--- src/rtl/lsu_pkg.sv ---
// Shared load/store definitions: funct3 encodings, the per-access tag, and
// the load alignment / access legality helpers.
package lsu_pkg;

    localparam logic [2:0] F3_B  = 3'b000;
    localparam logic [2:0] F3_H  = 3'b001;
    localparam logic [2:0] F3_W  = 3'b010;
    localparam logic [2:0] F3_BU = 3'b100;
    localparam logic [2:0] F3_HU = 3'b101;

    typedef struct packed {
        logic       valid;
        logic       we;
        logic [2:0] funct3;
        logic [1:0] off;
        logic       err;
    } lsu_tag_t;

    function automatic logic req_err(input logic we, input logic [2:0] f3, input logic [1:0] off);
        logic bad_f3;
        logic misalign;
        bad_f3   = we ? (f3 > F3_W) : (f3 == 3'b011 || f3[2:1] == 2'b11);
        misalign = (f3[1:0] == 2'b01 && off[0]) || (f3[1:0] == 2'b10 && off != 2'b00);
        return bad_f3 || misalign;
    endfunction

    function automatic logic [31:0] load_align(input logic [2:0] f3, input logic [1:0] off,
                                               input logic [31:0] d);
        logic [31:0] sh;
        logic [15:0] h;
        sh = d >> {off, 3'b000};
        h  = off[1] ? d[31:16] : d[15:0];
        case (f3)
            F3_B:    return {{24{sh[7]}}, sh[7:0]};
            F3_BU:   return {24'b0, sh[7:0]};
            F3_H:    return {{16{h[15]}}, h};
            F3_HU:   return {16'b0, h};
            F3_W:    return d;
            default: return 32'b0;
        endcase
    endfunction

endpackage

--- src/rtl/data_lsu_if.sv ---
// Core request/response handshake plus the single data-memory port.
interface data_lsu_if;
    logic        req_valid;
    logic        req_ready;
    logic        req_we;
    logic [2:0]  req_funct3;
    logic [31:0] req_addr;
    logic [31:0] req_wdata;
    logic        rsp_valid;
    logic        rsp_ready;
    logic [31:0] rsp_rdata;
    logic        rsp_err;
    logic        mem_cen;
    logic [31:0] mem_addr;
    logic [3:0]  mem_wmask;
    logic [31:0] mem_wdata;
    logic [31:0] mem_data;

    modport slave (
        input  req_valid, req_we, req_funct3, req_addr, req_wdata, rsp_ready, mem_data,
        output req_ready, rsp_valid, rsp_rdata, rsp_err, mem_cen, mem_addr, mem_wmask, mem_wdata
    );

    modport master (
        output req_valid, req_we, req_funct3, req_addr, req_wdata, rsp_ready, mem_data,
        input  req_ready, rsp_valid, rsp_rdata, rsp_err, mem_cen, mem_addr, mem_wmask, mem_wdata
    );
endinterface

--- src/rtl/lsu_rsp_fifo.sv ---
// Ordered response FIFO; DEPTH must be a power of two so pointers wrap freely.
// Read data is forced to zero while empty.
module lsu_rsp_fifo #(
    parameter int DEPTH = 4,
    parameter int W     = 33
) (
    input  logic                       clk,
    input  logic                       reset,
    input  logic                       push,
    input  logic [W-1:0]               wdata,
    input  logic                       pop,
    output logic [W-1:0]               rdata,
    output logic                       valid,
    output logic [$clog2(DEPTH+1)-1:0] count
);
    localparam int PW = $clog2(DEPTH);
    localparam int CW = $clog2(DEPTH+1);

    logic [W-1:0]  slot_q [DEPTH];
    logic [W-1:0]  slot_d [DEPTH];
    logic [PW-1:0] wr_ptr_q, wr_ptr_d, rd_ptr_q, rd_ptr_d;
    logic [CW-1:0] count_q, count_d;
    logic          pop_en;

    assign valid  = (count_q != '0);
    assign pop_en = pop && valid;
    assign rdata  = valid ? slot_q[rd_ptr_q] : '0;
    assign count  = count_q;

    always_comb begin
        slot_d   = slot_q;
        wr_ptr_d = wr_ptr_q;
        rd_ptr_d = rd_ptr_q;
        count_d  = count_q;
        if (push) begin
            slot_d[wr_ptr_q] = wdata;
            wr_ptr_d         = wr_ptr_q + PW'(1);
        end
        if (pop_en) rd_ptr_d = rd_ptr_q + PW'(1);
        if (push && !pop_en)      count_d = count_q + CW'(1);
        else if (!push && pop_en) count_d = count_q - CW'(1);
    end

    always_ff @(posedge clk) begin
        if (reset) begin
            wr_ptr_q <= '0;
            rd_ptr_q <= '0;
            count_q  <= '0;
        end else begin
            wr_ptr_q <= wr_ptr_d;
            rd_ptr_q <= rd_ptr_d;
            count_q  <= count_d;
        end
    end

    always_ff @(posedge clk) slot_q <= slot_d;

endmodule

--- src/rtl/data_lsu.sv ---
// RV32I load/store unit: word-port access generation, fixed-latency tag
// pipeline and credit-controlled ordered response FIFO.
module data_lsu
    import lsu_pkg::*;
#(
    parameter int READ_LATENCY = 1,
    parameter int RSP_DEPTH    = 4
) (
    input  logic       clk,
    input  logic       reset,
    data_lsu_if.slave  bus
);
    localparam int CW = $clog2(RSP_DEPTH+1);
    localparam int IW = $clog2(RSP_DEPTH+READ_LATENCY+1);

    lsu_tag_t      tag_q [READ_LATENCY];
    lsu_tag_t      tag_d [READ_LATENCY];
    lsu_tag_t      last_tag;
    logic [CW-1:0] fifo_count;
    logic [IW-1:0] inflight;
    logic          fire, err, push, pop, fifo_valid;
    logic [3:0]    mask;
    logic [31:0]   wdata_rep, push_rdata;
    logic [32:0]   fifo_rdata;

    always_comb begin
        inflight = '0;
        for (int i = 0; i < READ_LATENCY; i++) inflight = inflight + IW'(tag_q[i].valid);
    end

    // Credits cover both in-flight tags and queued responses, so the FIFO never overflows.
    assign bus.req_ready = !reset && ((inflight + IW'(fifo_count)) < IW'(RSP_DEPTH));
    assign fire          = bus.req_valid && bus.req_ready;
    assign err           = req_err(bus.req_we, bus.req_funct3, bus.req_addr[1:0]);

    always_comb begin
        case (bus.req_funct3[1:0])
            2'b00: begin
                mask      = 4'b0001 << bus.req_addr[1:0];
                wdata_rep = {4{bus.req_wdata[7:0]}};
            end
            2'b01: begin
                mask      = 4'b0011 << bus.req_addr[1:0];
                wdata_rep = {2{bus.req_wdata[15:0]}};
            end
            default: begin
                mask      = 4'b1111;
                wdata_rep = bus.req_wdata;
            end
        endcase
    end

    assign bus.mem_cen   = fire && !err;
    assign bus.mem_wmask = (bus.mem_cen && bus.req_we) ? mask : 4'b0000;
    assign bus.mem_addr  = {bus.req_addr[31:2], 2'b00};
    assign bus.mem_wdata = wdata_rep;

    always_comb begin
        tag_d[0].valid  = fire;
        tag_d[0].we     = bus.req_we;
        tag_d[0].funct3 = bus.req_funct3;
        tag_d[0].off    = bus.req_addr[1:0];
        tag_d[0].err    = err;
        for (int i = 1; i < READ_LATENCY; i++) tag_d[i] = tag_q[i-1];
    end

    always_ff @(posedge clk) begin
        if (reset) begin
            for (int i = 0; i < READ_LATENCY; i++) tag_q[i] <= '0;
        end else begin
            tag_q <= tag_d;
        end
    end

    // Error responses ride the same pipeline as real accesses to keep order.
    assign last_tag   = tag_q[READ_LATENCY-1];
    assign push       = last_tag.valid;
    assign push_rdata = (last_tag.we || last_tag.err) ? 32'b0
                      : load_align(last_tag.funct3, last_tag.off, bus.mem_data);
    assign pop        = bus.rsp_valid && bus.rsp_ready;

    lsu_rsp_fifo #(.DEPTH(RSP_DEPTH), .W(33)) u_rsp_fifo (
        .clk   (clk),
        .reset (reset),
        .push  (push),
        .wdata ({push_rdata, last_tag.err}),
        .pop   (pop),
        .rdata (fifo_rdata),
        .valid (fifo_valid),
        .count (fifo_count)
    );

    assign bus.rsp_valid = fifo_valid;
    assign bus.rsp_rdata = fifo_rdata[32:1];
    assign bus.rsp_err   = fifo_rdata[0];

endmodule

--- src/flat_wrapper.sv ---
// flat-port wrapper written by rule: the top's interface ports become plain ports
module data_lsu_flat import lsu_pkg::*;
#(
    parameter int READ_LATENCY = 1,
    parameter int RSP_DEPTH    = 4
)
  (clk, reset, bus_req_valid, bus_req_we, bus_req_funct3, bus_req_addr, bus_req_wdata, bus_rsp_ready, bus_mem_data, bus_req_ready, bus_rsp_valid, bus_rsp_rdata, bus_rsp_err, bus_mem_cen, bus_mem_addr, bus_mem_wmask, bus_mem_wdata);
  data_lsu_if bus_i ();
  input  logic clk;
  input  logic reset;
  input wire logic [$bits(bus_i.req_valid)-1:0] bus_req_valid;
  input wire logic [$bits(bus_i.req_we)-1:0] bus_req_we;
  input wire logic [$bits(bus_i.req_funct3)-1:0] bus_req_funct3;
  input wire logic [$bits(bus_i.req_addr)-1:0] bus_req_addr;
  input wire logic [$bits(bus_i.req_wdata)-1:0] bus_req_wdata;
  input wire logic [$bits(bus_i.rsp_ready)-1:0] bus_rsp_ready;
  input wire logic [$bits(bus_i.mem_data)-1:0] bus_mem_data;
  output wire logic [$bits(bus_i.req_ready)-1:0] bus_req_ready;
  output wire logic [$bits(bus_i.rsp_valid)-1:0] bus_rsp_valid;
  output wire logic [$bits(bus_i.rsp_rdata)-1:0] bus_rsp_rdata;
  output wire logic [$bits(bus_i.rsp_err)-1:0] bus_rsp_err;
  output wire logic [$bits(bus_i.mem_cen)-1:0] bus_mem_cen;
  output wire logic [$bits(bus_i.mem_addr)-1:0] bus_mem_addr;
  output wire logic [$bits(bus_i.mem_wmask)-1:0] bus_mem_wmask;
  output wire logic [$bits(bus_i.mem_wdata)-1:0] bus_mem_wdata;
  assign bus_i.req_valid = bus_req_valid;
  assign bus_i.req_we = bus_req_we;
  assign bus_i.req_funct3 = bus_req_funct3;
  assign bus_i.req_addr = bus_req_addr;
  assign bus_i.req_wdata = bus_req_wdata;
  assign bus_i.rsp_ready = bus_rsp_ready;
  assign bus_i.mem_data = bus_mem_data;
  assign bus_req_ready = bus_i.req_ready;
  assign bus_rsp_valid = bus_i.rsp_valid;
  assign bus_rsp_rdata = bus_i.rsp_rdata;
  assign bus_rsp_err = bus_i.rsp_err;
  assign bus_mem_cen = bus_i.mem_cen;
  assign bus_mem_addr = bus_i.mem_addr;
  assign bus_mem_wmask = bus_i.mem_wmask;
  assign bus_mem_wdata = bus_i.mem_wdata;
  data_lsu #(.READ_LATENCY(READ_LATENCY), .RSP_DEPTH(RSP_DEPTH)) u_core (.clk(clk), .reset(reset), .bus(bus_i));
endmodule
--- config.mk ---
export PLATFORM = sky130hd
export DESIGN_NAME = data_lsu_flat
export DESIGN_NICKNAME = d
export VERILOG_FILES = /design/src/rtl/lsu_pkg.sv /design/src/rtl/data_lsu_if.sv /design/src/rtl/lsu_rsp_fifo.sv /design/src/rtl/data_lsu.sv /design/src/flat_wrapper.sv
export SDC_FILE = /design/constraint.sdc
export NUM_CORES = 1
export LEC_CHECK = 0
export CAP_MARGIN = 40
export CORE_MARGIN = 5
export CORE_UTILIZATION = 35
export CTS_CLUSTER_DIAMETER = 100
export CTS_CLUSTER_SIZE = 25
export DETAILED_ROUTE_END_ITERATION = 7
export PLACE_DENSITY = 0.75
export SYNTH_ARGS = -nofsm -noshare
export SYNTH_HDL_FRONTEND = slang
export SYNTH_SLANG_ARGS = --single-unit
--- constraint.sdc ---
create_clock -name clk -period 2.08 [get_ports clk]
set_input_delay 0.312 -clock clk [delete_from_list [all_inputs] [get_ports clk]]
set_output_delay 0.312 -clock clk [all_outputs]
set_load 0.02 [all_outputs]
==> impl_metrics.xml, run 1 <==
<?xml version="1.0" encoding="UTF-8"?>
<metrics>
  <group name="cts">
    <metric name="cts.clk_slew.worst_paths" unit="ns">0.06</metric>
    <metric name="cts_buffers" unit="">17</metric>
    <metric name="clock_tree.root_cell" unit="">sky130_fd_sc_hd__clkbuf_16</metric>
    <metric name="cts_max_level" unit="">4</metric>
    <metric name="tritoncts" unit="">done</metric>
  </group>
  <group name="final_layout">
    <metric name="area_used_by_multi_input_combinational_logic" unit="sq um">2630</metric>
    <metric name="finalInstanceArea" unit="sq um">9840</metric>
    <metric name="final-seq-area" unit="sq um">4270</metric>
    <metric name="area_delta_synth_final" unit="%">38.6</metric>
    <metric name="nFillCells" unit="">1681</metric>
    <metric name="commonest_cells_after_routing_fill_and_taps_aside" unit="">sky130_fd_sc_hd__edfxtp_1 (132), sky130_fd_sc_hd__clkdlybuf4s50_1 (77), sky130_fd_sc_hd__buf_4 (61)</metric>
    <metric name="mostFrequentLayoutCell" unit="">sky130_fd_sc_hd__edfxtp_1</metric>
  </group>
  <group name="route">
    <metric name="initialDrtViolationCount" unit="">371</metric>
    <metric name="wl" unit="um">20400</metric>
    <metric name="post_drt_via_cell_ratio" unit="">5.20</metric>
    <metric name="vias" unit="">4869</metric>
    <metric name="remaining_drc_errors" unit="">0</metric>
    <metric name="postRouteAntennaNets" unit="">0</metric>
  </group>
  <group name="logic_synthesis">
    <metric name="post_synthesis_cell_area" unit="sq um">7100</metric>
    <metric name="ys_async_sr_fraction" unit="%">0</metric>
    <metric name="number_of_cell_instances_after_yosys_synthesis" unit="">490</metric>
    <metric name="synth.lib_cells_used.distinct" unit="">41</metric>
    <metric name="synth_top_flop_cell" unit="">sky130_fd_sc_hd__edfxtp_1</metric>
    <metric name="synth-seq-cells" unit="">147</metric>
    <metric name="postSynthSeqShare" unit="%">60.1</metric>
    <metric name="synthTopCellsByCount" unit="">sky130_fd_sc_hd__edfxtp_1 (132), sky130_fd_sc_hd__buf_4 (40), sky130_fd_sc_hd__nor2b_1 (39)</metric>
    <metric name="synth.avg_cell_area" unit="sq um">14.5</metric>
    <metric name="yosys.stat.chipArea" unit="sq um">7100</metric>
    <metric name="netlist.top_cell.by_instances" unit="">sky130_fd_sc_hd__edfxtp_1</metric>
    <metric name="synth_cells" unit="">490</metric>
  </group>
  <group name="status">
    <metric name="failed_checks" unit="">setup timing</metric>
    <metric name="status" unit="">complete, but fails checks</metric>
  </group>
  <group name="power_and_ir_drop">
    <metric name="power_frac_seq" unit="%">31.4</metric>
    <metric name="totalPowerFinal" unit="mW">11.4</metric>
    <metric name="power_leakage" unit="nW">3.57</metric>
    <metric name="switchingPower" unit="mW">3.65</metric>
    <metric name="power.share.combinational" unit="%">42.5</metric>
    <metric name="power.internal" unit="mW">7.75</metric>
    <metric name="switching_share" unit="%">32.0</metric>
  </group>
  <group name="die">
    <metric name="fp.dieArea" unit="sq um">23200</metric>
    <metric name="design.portCount" unit="">208</metric>
    <metric name="die_width" unit="um">152</metric>
    <metric name="initial_utilization" unit="%">35.3</metric>
    <metric name="die_height" unit="um">152</metric>
    <metric name="rows" unit="">52</metric>
  </group>
  <group name="timing">
    <metric name="tightestPinTransition" unit="ns">0.587</metric>
    <metric name="max_freq" unit="MHz">452</metric>
    <metric name="final_report_hold_violation_count" unit="">0</metric>
    <metric name="setup_slack" unit="ns">-0.134</metric>
    <metric name="slew_headroom" unit="%">60.9</metric>
    <metric name="timing.final.crit_share" unit="%">106</metric>
    <metric name="fin_max_slew_vios" unit="">0</metric>
    <metric name="finalSetupViolCount" unit="">33</metric>
  </group>
  <group name="global_routing">
    <metric name="grt_first_pass_wirelength" unit="um">30600</metric>
    <metric name="initial_antenna_violation_count" unit="">1</metric>
    <metric name="grt.total_usage" unit="%">17.2</metric>
  </group>
  <group name="placed_design">
    <metric name="port_buffers" unit="">145</metric>
    <metric name="place.gp.congestion" unit="">0.935</metric>
    <metric name="detailed_place.area" unit="sq um">8860</metric>
    <metric name="place_hpwl" unit="um">13900</metric>
  </group>
  <group name="job">
    <metric name="max_cap_viol_count" unit="">0</metric>
  </group>
  <group name="critical_path">
    <metric name="critPathCaptureType" unit="">output pin</metric>
    <metric name="cp.arrival" unit="ns">1.90</metric>
    <metric name="cp_data_required_time" unit="ns">1.77</metric>
  </group>
  <group name="worst_hold_path">
    <metric name="min_path_type" unit="">in2reg</metric>
  </group>
</metrics>
-- run 1: what timing repair did --
item,4_1_cts,5_1_grt
pin swaps,8,11
gates resized,232,78
setup buffers,17,4
hold buffers,0,0
setup endpoints to repair,65,50
hold endpoints to repair,0,0
gates cloned,3,2
-- run 1: layer usage --
layer / track usage [%] / vias to the layer above / wire length (um)
li1: - / 2151 / -
met1: 19.3 / 2380 / 7270
met2: 29.9 / 266 / 10600
met3: 5.34 / 70 / 1760
met4: 8.06 / 2 / 658
met5: 0 / - / 20
-- run 1: worst paths after layout --
check                                  to  slack [ns]  cells after the start                           from
max                     bus_rsp_rdata[15]       -0.13                      4  u_core.u_rsp_fifo.rd_ptr_q[0]
min reg2reg  u_core.u_rsp_fifo.slot_q[66]        0.56                      0             u_core.last_tag[0]
min                    u_core.last_tag[3]        0.37                      3              bus_req_funct3[0]
max reg2reg    u_core.u_rsp_fifo.count[2]        0.04                      8     u_core.u_rsp_fifo.count[1]
-- run 1: registers in the layout, summed over array words and instances, names as in the netlist --
register                    flops
u_core.u_rsp_fifo.slot_q      132
u_core.last_tag                 7
u_core.u_rsp_fifo.count         3
u_core.u_rsp_fifo.rd_ptr_q      2
u_core.u_rsp_fifo.wr_ptr_q      2
u_core.push                     1
-- run 1: per-stage QoR --
step,TNS [ns],hold WS [ns],utilization (%),cells,worst slack [ns]
2_1_floorplan,0,0.440,-,491,0.0489
3_3_place_gp,-12.84,0.526,44.1,881,-0.693
3_5_place_dp,-18.77,0.545,44.1,881,-0.739
4_1_cts,-4.11,0.377,47.8,933,-0.199
5_1_grt,-4.54,0.355,48.9,935,-0.198
6_report,-2.04,0.366,48.9,936,-0.134
-- run 1: power by group through the flow --
stage	Clock (mW)	Sequential, mW	Combinational (mW)
4_1_cts	3.02	3.56	4.34
3_3_place_gp	0	3.57	3.93
2_1_floorplan	0	3.56	2.25
5_1_grt	3.15	3.59	5.14
3_5_place_dp	0	3.59	3.99
6_report	2.98	3.58	4.84
-- run 1: logic make-up after synthesis --
family          after synthesis  synth area share [%]
fa+ha+maj                     6                  1.16
other cells                   1                0.0528
mux                          78                  17.4
compound gates               71                  6.33
flops                       147                  60.1
xor+xnor                      6                 0.740
simple gates                106                  7.82
buf+inv                      75                  6.40
-- run 1: layout make-up --
class | count | area share [%]
Multi-Input combinational cell | 269 | 26.7
Timing Repair Buffer | 210 | 20.3
Inverter | 7 | 0.267
Clock inverter | 12 | 1.41
Clock buffer | 20 | 4.44
Antenna cell | 1 | 0.0254
Sequential cell | 147 | 43.4
Tap cell | 270 | 3.43
-- run 1: worst max-delay path, cell delays in order (launching register included) --
cell and delay, ns:
sky130_fd_sc_hd__dfxtp_4 0.45, sky130_fd_sc_hd__buf_12 0.17, sky130_fd_sc_hd__mux4_2 0.54, sky130_fd_sc_hd__nor2b_1 0.15, sky130_fd_sc_hd__buf_4 0.16
**Run 1: clock distribution**

Drawn at 2 px/um.
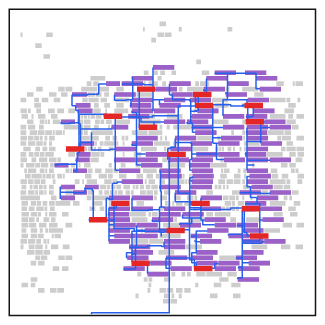
legend:
  clock wires:
    color: blue
    length: 1,660 um
  clock-net drivers:
    color: red
    count: 17
  flip-flops:
    color: purple
    count: 147
routed clock nets: 18
Setup Skew: 0.00699 ns
Clk power: 2.98 mW
clock network power share: 26.1%
latest clock arrival within the worst-skew pair: 0.42 ns

**Run 1: placed standard cells**

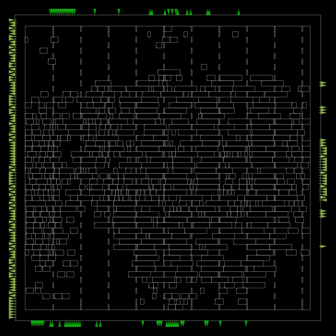
tally of non-filler cells in the final layout: 936
Placeable Area: 20,100 sq um

**Run 1: port wiring**

Drawn at 3 px/um.
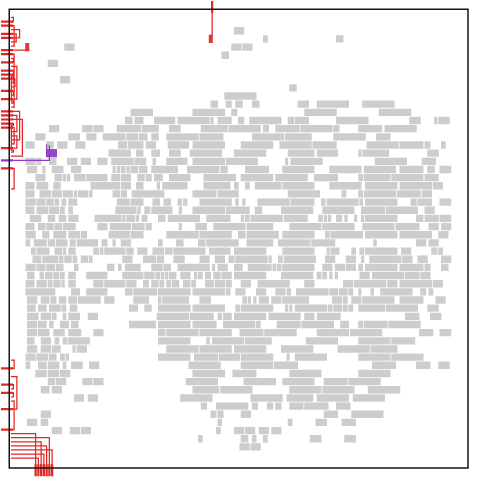
legend:
  bus_mem_cen:
    color: purple
    direction: output
    end_cells: 1
    buffers: 1
    wire: 21.8 um
  bus_mem_addr:
    color: red
    direction: output
    end_cells: 2
    buffers: 0
    wire: 341 um

**Run 1: register map, names as in the netlist**

Drawn at 2 px/um.
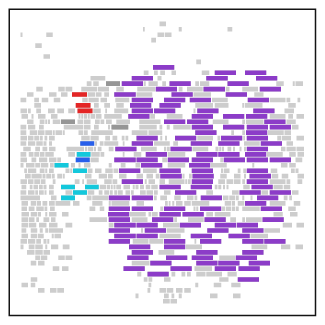

## Run 2: what changed since run 1
Settings changed: CORE_MARGIN 5 to 4, DONT_BUFFER_PORTS set to 1, PLACE_DENSITY 0.75 to 0.62.
**Run 2: register map, names as in the netlist**

Drawn at 2 px/um.
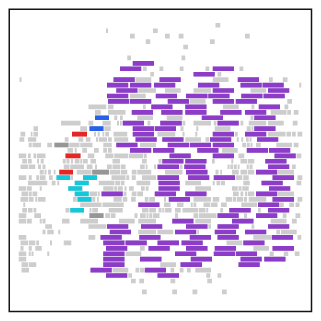
legend:
  u_core.last_tag:
    color: cyan
    placed_flops: 7
    where: left middle
  u_core.u_rsp_fifo.slot_q:
    color: purple
    placed_flops: 132
  u_core.u_rsp_fifo.wr_ptr_q:
    color: blue
    placed_flops: 2
  u_core.u_rsp_fifo.count:
    color: red
    placed_flops: 3
not colored: 3
fraction of standard cell area that is sequential: 51.4%
Seq. cell area: 4270 sq um
power in sequential cells: 3.54 mW
final cell utilization of the core: 42.1%

==> run 2 against run 1 <==
- the flow still finishes with violations (setup timing)
- largest cell class unchanged
- count of clock-buffer cells in the layout decreased by 2
- global-route usage shrank 1.1 points
- highest routed layer is now met4
- clock power shrank 3%
- clock skew about the same
==> impl_metrics.xml, run 2 <==
<?xml version="1.0" encoding="UTF-8"?>
<metrics>
  <group name="critical_path">
    <metric name="rr_endpoint" unit="">u_core.u_rsp_fifo.count[2]</metric>
    <metric name="worst_setup_path_start_kind" unit="">flop</metric>
    <metric name="cp_slowest_cell" unit="">sky130_fd_sc_hd__mux4_2</metric>
    <metric name="worstSetupStartpoint" unit="">u_core.u_rsp_fifo.rd_ptr_q[0]</metric>
    <metric name="criticalPathCategory" unit="">reg2out</metric>
    <metric name="critPathCaptureType" unit="">output pin</metric>
    <metric name="rr_worst_depth" unit="">7</metric>
    <metric name="cp_max_fo" unit="">14</metric>
    <metric name="cpPeakStageDelay" unit="ns">0.54</metric>
    <metric name="cp.arrival" unit="ns">1.86</metric>
    <metric name="minimum_setup_slack_among_reg_to_reg_paths" unit="ns">0.13</metric>
    <metric name="cp_data_required_time" unit="ns">1.77</metric>
    <metric name="critical_path.cell_chain" unit="">buf_12, mux4_2, nor2b_1, buf_4</metric>
    <metric name="worst_r2r_startpoint" unit="">u_core.u_rsp_fifo.count[2]</metric>
  </group>
  <group name="placed_design">
    <metric name="port_buffers" unit="">0</metric>
    <metric name="post-place-cells" unit="">753</metric>
    <metric name="detailed_place.area" unit="sq um">7600</metric>
    <metric name="placement.setup.worst_slack" unit="ns">0.0168</metric>
    <metric name="place_hpwl" unit="um">12900</metric>
    <metric name="place.gp.congestion" unit="">0.806</metric>
  </group>
  <group name="logic_synthesis">
    <metric name="postSynthSeqShare" unit="%">60.1</metric>
    <metric name="post_synthesis_cell_area" unit="sq um">7100</metric>
    <metric name="edf_count" unit="">132</metric>
    <metric name="synth_top_flop_cell" unit="">sky130_fd_sc_hd__edfxtp_1</metric>
    <metric name="synth_cells" unit="">490</metric>
    <metric name="synth.avg_cell_area" unit="sq um">14.5</metric>
    <metric name="biggest_area_cells" unit="">sky130_fd_sc_hd__edfxtp_1 (56%), sky130_fd_sc_hd__mux4_2 (11%), sky130_fd_sc_hd__buf_4 (4.2%), sky130_fd_sc_hd__dfxtp_1 (4.2%), sky130_fd_sc_hd__nor2b_1 (3.4%)</metric>
    <metric name="yosys.stat.chipArea" unit="sq um">7100</metric>
    <metric name="ys_async_sr_fraction" unit="%">0</metric>
    <metric name="synthTopCellsByCount" unit="">sky130_fd_sc_hd__edfxtp_1 (132), sky130_fd_sc_hd__buf_4 (40), sky130_fd_sc_hd__nor2b_1 (39)</metric>
    <metric name="yosys_warnings" unit="">0</metric>
    <metric name="number_of_cell_instances_after_yosys_synthesis" unit="">490</metric>
    <metric name="netlist.top_cell.by_instances" unit="">sky130_fd_sc_hd__edfxtp_1</metric>
    <metric name="synth.lib_cells_used.distinct" unit="">41</metric>
    <metric name="post-synth-top-area-fraction" unit="%">55.8</metric>
    <metric name="synth-seq-cells" unit="">147</metric>
    <metric name="leading_area_contributor_after_synthesis" unit="">sky130_fd_sc_hd__edfxtp_1</metric>
  </group>
  <group name="timing">
    <metric name="finalHoldWorstSlack" unit="ns">0.0297</metric>
    <metric name="final_report_hold_violation_count" unit="">0</metric>
    <metric name="finalSetupViolCount" unit="">29</metric>
    <metric name="tightestPinTransition" unit="ns">0.919</metric>
    <metric name="final_setup_tns" unit="ns">-1.31</metric>
    <metric name="timing.final.crit_share" unit="%">104</metric>
    <metric name="fin_max_slew_vios" unit="">0</metric>
    <metric name="max_freq" unit="MHz">461</metric>
    <metric name="clock_skew" unit="ns">0.00697</metric>
    <metric name="slew_headroom" unit="%">38.1</metric>
    <metric name="setup_slack" unit="ns">-0.0897</metric>
    <metric name="period_needed" unit="ns">2.17</metric>
    <metric name="rsz0062_at_grt" unit="">yes</metric>
  </group>
  <group name="global_routing">
    <metric name="grt_first_pass_wirelength" unit="um">26800</metric>
    <metric name="initial_antenna_violation_count" unit="">1</metric>
    <metric name="first_global_vias" unit="">4392</metric>
    <metric name="grt_start_max_net_pins" unit="">35</metric>
    <metric name="grtUsageMet1" unit="%">17.6</metric>
    <metric name="busiest_layer" unit="">met2</metric>
    <metric name="grtUsageMet3" unit="%">6.47</metric>
    <metric name="grtUsageMet2" unit="%">27.9</metric>
    <metric name="grt.total_usage" unit="%">16.1</metric>
    <metric name="globalRouteOverflowTotal" unit="">0</metric>
  </group>
  <group name="status">
    <metric name="status" unit="">complete, but fails checks</metric>
    <metric name="failed_checks" unit="">setup timing</metric>
  </group>
  <group name="die">
    <metric name="core" unit="sq um">19700</metric>
    <metric name="fp.dieArea" unit="sq um">22600</metric>
    <metric name="initial_utilization" unit="%">36.0</metric>
    <metric name="die_width" unit="um">150</metric>
    <metric name="rows" unit="">51</metric>
    <metric name="design.portCount" unit="">208</metric>
    <metric name="die_height" unit="um">150</metric>
  </group>
  <group name="route">
    <metric name="postRouteAntennaNets" unit="">0</metric>
    <metric name="post_drt_via_cell_ratio" unit="">5.27</metric>
    <metric name="initialDrtViolationCount" unit="">233</metric>
    <metric name="vias" unit="">4167</metric>
    <metric name="wl_per_cell" unit="um">22.7</metric>
    <metric name="wl" unit="um">17900</metric>
    <metric name="drt_first_pass_iters" unit="">4</metric>
    <metric name="remaining_drc_errors" unit="">0</metric>
  </group>
  <group name="final_layout">
    <metric name="mostFrequentLayoutCell" unit="">sky130_fd_sc_hd__edfxtp_1</metric>
    <metric name="area_delta_synth_final" unit="%">17.0</metric>
    <metric name="finalInstanceArea" unit="sq um">8310</metric>
    <metric name="max_flop_register" unit="">u_core.u_rsp_fifo.slot_q</metric>
    <metric name="max_reg_flops" unit="">132</metric>
    <metric name="layout.nets" unit="">621</metric>
    <metric name="layoutNonFillerInstCount" unit="">790</metric>
    <metric name="commonest_cells_after_routing_fill_and_taps_aside" unit="">sky130_fd_sc_hd__edfxtp_1 (132), sky130_fd_sc_hd__buf_4 (59), sky130_fd_sc_hd__nor2b_1 (39)</metric>
    <metric name="post_route_cells_drive_above_1_share" unit="%">31.9</metric>
  </group>
  <group name="cts">
    <metric name="cts_buffers" unit="">17</metric>
    <metric name="cts_max_level" unit="">4</metric>
    <metric name="cts.clk_slew.worst_paths" unit="ns">0.06</metric>
    <metric name="clockBufferDepth" unit="">2</metric>
    <metric name="clock_tree.root_cell" unit="">sky130_fd_sc_hd__clkbuf_16</metric>
    <metric name="cts.sink_count" unit="">147</metric>
    <metric name="tritoncts" unit="">done</metric>
    <metric name="clk-insertion-delay-late" unit="ns">0.42</metric>
  </group>
  <group name="power_and_ir_drop">
    <metric name="powerDensity" unit="nW/um^2">1200</metric>
    <metric name="power.ir.vdd_worst" unit="mV">0.636</metric>
    <metric name="totalPowerFinal" unit="mW">9.97</metric>
    <metric name="power_leakage" unit="nW">2.80</metric>
  </group>
  <group name="worst_hold_path">
    <metric name="min_path_type" unit="">in2reg</metric>
    <metric name="hold-path-cell-count" unit="">1</metric>
    <metric name="hold_start" unit="">bus_req_funct3[0]</metric>
    <metric name="hold_path_end" unit="">u_core.last_tag[3]</metric>
  </group>
  <group name="job">
    <metric name="max_cap_viol_count" unit="">0</metric>
    <metric name="tool_warnings" unit="">31</metric>
  </group>
</metrics>
==> run 2: cell count changes in the layout (fill, tap and decap cells not counted), sizes merged, moves of 2 or more <==
cell / before / now
clkdlybuf4s50: 77 / 0
buf: 105 / 68
dlygate4sd2: 20 / 0
clkbuf: 24 / 18
clkinvlp: 1 / 4
dlymetal6s2s: 3 / 0
clkinv: 8 / 6
inv: 7 / 9
==> run 2: cell type report <==
class,instances,area [sq um]
fillers,1767,11400
flip-flops and latches,147,4270
multi-input cells,269,2480
repair buffers,69,633
clock buffers,18,429
well taps,265,332
clock inverters,14,136
inverters,7,26.3
diodes,1,2.50
==> run 2: kinds of logic (layout without fill, tap and decap cells) <==
kind of cell	count (synthesis)	in the layout	share of synthesized area, %
flops	147	147	60.1
mux	78	78	17.4
simple gates	106	106	7.82
buf+inv	75	108	6.40
xor+xnor	6	6	0.740
other cells	1	3	0.0528
compound gates	71	71	6.33
fa+ha+maj	6	6	1.16
==> run 2: timing repair <==
action / CTS / global route
setup buffers: 1 / 2
endpoints found under the hold margin: 14 / 0
hold buffers: 1 / 0
resized: 9 / 9
setup endpoints to repair: 38 / 38
pin swaps: 3 / 4
==> run 2: worst max path at each step <==
stage,endpoint,cells past startpoint
final,bus_rsp_rdata[27],4
after global routing,bus_rsp_rdata[0],4
after CTS,bus_rsp_rdata[27],4
after detailed placement,u_core.u_rsp_fifo.count[2],7
after global placement,u_core.u_rsp_fifo.count[2],7
after floorplan,bus_mem_wmask[2],3
==> run 2: routing by layer <==
metal  vias to the layer above  routed length [um]
li1                       1863                   -
met4                         0                 456
met3                        41                1870
met1                      2057                6230
met2                       206                9340
met5                         -                   0
==> run 2: critical path, delay by kind of cell, from the launching register on <==
family	cells	cell delay (ns)
buffers and inverters	2	0.34
AND/OR/NAND/NOR	1	0.15
multiplexers	1	0.54
flip-flops	1	0.40
==> run 2: power breakdown <==
part | internal [mW] | switching, mW | leakage, nW
combinational | 1.62 | 1.91 | 1.18
sequential | 3.44 | 0.101 | 1.35
clock | 1.75 | 1.14 | 0.270
total | 6.82 | 3.15 | 2.80
## Run 3: what changed since run 2
Settings changed: SKIP_CTS_REPAIR_TIMING set to 1.
**Run 3: clock distribution**

Drawn at 2 px/um.
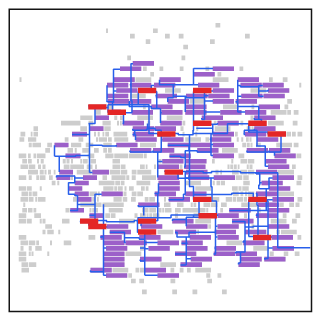
legend:
  flip-flops:
    color: purple
    count: 147
  clock wires:
    color: blue
    length: 1,610 um
  clock-net drivers:
    color: red
    count: 17
routed clock nets: 18
latest clock arrival within the worst-skew pair: 0.41 ns
Setup Skew: 0.00588 ns
clock network power share: 29.0%
Clk power: 2.89 mW

==> run 3 against run 2 <==
- the flow still finishes with violations (setup timing)
- synthesized cell count unchanged
- register-to-register slack about the same
- design area decreased by 0.15%
- critical path depth unchanged
- global-route usage decreased by 0.091 points
- area after synthesis unchanged
- flip-flop count unchanged
- clock skew decreased by 0.0011 ns
- sequential share of layout area increased by 0.078 points
- largest power group unchanged
==> impl_metrics.xml, run 3 <==
<?xml version="1.0" encoding="UTF-8"?>
<metrics>
  <group name="status">
    <metric name="status" unit="">complete, but fails checks</metric>
    <metric name="failed_checks" unit="">setup timing</metric>
  </group>
  <group name="logic_synthesis">
    <metric name="post_synth_mux_area_share" unit="%">17.4</metric>
    <metric name="netlist.top_cell.by_instances" unit="">sky130_fd_sc_hd__edfxtp_1</metric>
    <metric name="synthTopCellsByCount" unit="">sky130_fd_sc_hd__edfxtp_1 (132), sky130_fd_sc_hd__buf_4 (40), sky130_fd_sc_hd__nor2b_1 (39)</metric>
    <metric name="synth.logic.top_family" unit="">multiplexers</metric>
    <metric name="biggest_area_cells" unit="">sky130_fd_sc_hd__edfxtp_1 (56%), sky130_fd_sc_hd__mux4_2 (11%), sky130_fd_sc_hd__buf_4 (4.2%), sky130_fd_sc_hd__dfxtp_1 (4.2%), sky130_fd_sc_hd__nor2b_1 (3.4%)</metric>
    <metric name="yosys_warnings" unit="">0</metric>
    <metric name="synth.lib_cells_used.distinct" unit="">41</metric>
    <metric name="simple_gate_share" unit="%">7.82</metric>
    <metric name="synth_cells" unit="">490</metric>
    <metric name="leading_area_contributor_after_synthesis" unit="">sky130_fd_sc_hd__edfxtp_1</metric>
    <metric name="synth.avg_cell_area" unit="sq um">14.5</metric>
    <metric name="synth-xor-area-share" unit="%">0.740</metric>
    <metric name="edf_count" unit="">132</metric>
    <metric name="post_synth_ao_oa_area_fraction" unit="%">6.33</metric>
    <metric name="number_of_cell_instances_after_yosys_synthesis" unit="">490</metric>
  </group>
  <group name="placed_design">
    <metric name="place_hpwl" unit="um">12900</metric>
    <metric name="placement.setup.worst_slack" unit="ns">0.0168</metric>
    <metric name="post-place-cells" unit="">753</metric>
    <metric name="place.gp.congestion" unit="">0.806</metric>
    <metric name="port_buffers" unit="">0</metric>
  </group>
  <group name="power_and_ir_drop">
    <metric name="totalPowerFinal" unit="mW">9.96</metric>
    <metric name="power_frac_seq" unit="%">35.6</metric>
    <metric name="power.ir.vdd_worst" unit="mV">0.637</metric>
    <metric name="switching_share" unit="%">31.5</metric>
    <metric name="power.internal" unit="mW">6.82</metric>
    <metric name="power_leakage" unit="nW">2.79</metric>
    <metric name="powerDensity" unit="nW/um^2">1200</metric>
  </group>
  <group name="final_layout">
    <metric name="commonest_cells_after_routing_fill_and_taps_aside" unit="">sky130_fd_sc_hd__edfxtp_1 (132), sky130_fd_sc_hd__buf_4 (56), sky130_fd_sc_hd__nor2b_1 (39)</metric>
    <metric name="post_route_cells_drive_above_1_share" unit="%">31.7</metric>
    <metric name="area_delta_synth_final" unit="%">16.8</metric>
    <metric name="max_flop_register" unit="">u_core.u_rsp_fifo.slot_q</metric>
    <metric name="layout.nets" unit="">620</metric>
    <metric name="final-seq-area" unit="sq um">4270</metric>
    <metric name="area_used_by_multi_input_combinational_logic" unit="sq um">2460</metric>
    <metric name="max_reg_flops" unit="">132</metric>
  </group>
  <group name="global_routing">
    <metric name="initial_antenna_violation_count" unit="">1</metric>
    <metric name="grt.total_usage" unit="%">16.0</metric>
    <metric name="grt_start_max_net_pins" unit="">35</metric>
  </group>
  <group name="timing">
    <metric name="final_report_hold_violation_count" unit="">0</metric>
    <metric name="rsz0062_at_grt" unit="">yes</metric>
    <metric name="final_setup_tns" unit="ns">-1.13</metric>
    <metric name="fin_max_slew_vios" unit="">0</metric>
    <metric name="slew_headroom" unit="%">46.5</metric>
    <metric name="tightestPinTransition" unit="ns">0.794</metric>
    <metric name="setup_slack" unit="ns">-0.0791</metric>
    <metric name="period_needed" unit="ns">2.16</metric>
    <metric name="finalSetupViolCount" unit="">28</metric>
  </group>
  <group name="cts">
    <metric name="clockBufferDepth" unit="">2</metric>
    <metric name="clock_tree.root_cell" unit="">sky130_fd_sc_hd__clkbuf_16</metric>
  </group>
  <group name="die">
    <metric name="design.portCount" unit="">208</metric>
    <metric name="core" unit="sq um">19700</metric>
  </group>
  <group name="critical_path">
    <metric name="criticalPathCategory" unit="">reg2out</metric>
    <metric name="cpLargestDelayFamily" unit="">multiplexers</metric>
    <metric name="cp_data_required_time" unit="ns">1.77</metric>
    <metric name="critical_path.cell_chain" unit="">buf_12, mux4_2, nor2b_1, buf_4</metric>
  </group>
  <group name="job">
    <metric name="tool_warnings" unit="">30</metric>
    <metric name="max_cap_viol_count" unit="">0</metric>
  </group>
  <group name="route">
    <metric name="remaining_drc_errors" unit="">0</metric>
    <metric name="initialDrtViolationCount" unit="">252</metric>
    <metric name="wl" unit="um">17800</metric>
    <metric name="postRouteAntennaNets" unit="">0</metric>
    <metric name="drt_first_pass_iters" unit="">5</metric>
  </group>
</metrics>
run 3: kinds of logic (layout without fill, tap and decap cells):
| family | count (synthesis) | after routing |
|---|---|---|
| flops | 147 | 147 |
| compound gates | 71 | 71 |
| buf+inv | 75 | 107 |
| xor+xnor | 6 | 6 |
| mux | 78 | 78 |
| other cells | 1 | 3 |
| simple gates | 106 | 106 |
| fa+ha+maj | 6 | 6 |
run 3: power by group through the flow:
| stage | registers (mW) | logic, mW | clock network (mW) |
|---|---|---|---|
| after floorplan | 3.56 | 2.25 | 0 |
| after global placement | 3.56 | 3.44 | 0 |
| after detailed placement | 3.58 | 3.48 | 0 |
| after CTS | 3.52 | 3.49 | 2.95 |
| after global routing | 3.56 | 3.81 | 3.07 |
| final | 3.55 | 3.52 | 2.89 |
run 3: final cells by class:
type | instances | area share (%)
inverter | 7 | 0.317
antenna | 1 | 0.0302
timing repair buffer | 68 | 7.63
clock inverter | 14 | 1.64
clock buffer | 18 | 5.18
multi-input combinational | 269 | 29.7
tap | 265 | 4.00
sequential | 147 | 51.5
run 3: path summary, 6_finish.rpt:
check	cells after the start	to	from	slack, ns
min	1	u_core.last_tag[3]	bus_req_funct3[0]	0.03
max reg2reg	3	u_core.u_rsp_fifo.slot_q[67]	u_core.last_tag[1]	0.12
min reg2reg	0	u_core.u_rsp_fifo.slot_q[0]	u_core.last_tag[0]	0.57
max	4	bus_rsp_rdata[0]	u_core.u_rsp_fifo.rd_ptr_q[0]	-0.08
run 3: metal layers:
metal  GRT usage [%]  wire (um)  up-vias
li1                -          -     1858
met1            17.5       6160     2066
met2            27.8       9380      202
met3            6.38       1840       37
met4            6.08        416        0
met5               0          0        -

==> screenshots <==
Placed cells, one color a class.
Drawn at 2 px/um.
(a)
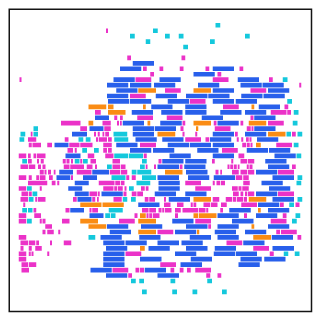
(b)
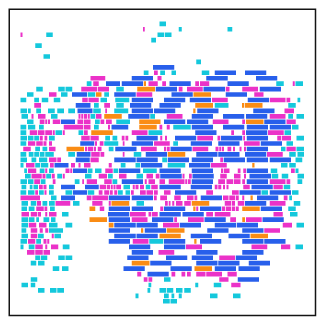
(b) comes from run 1.
(a) comes from run 2.
- highest utilization: (b)
- most cells: (b)

Key to (a):
legend:
  remaining logic cells:
    color: magenta
    cells: 276
  clock drivers and dummy loads:
    color: orange
    cells: 32
  registers:
    color: blue
    cells: 147
  remaining buffers and delay cells:
    color: cyan
    cells: 69

Power is estimated from default activity; no workload was simulated.
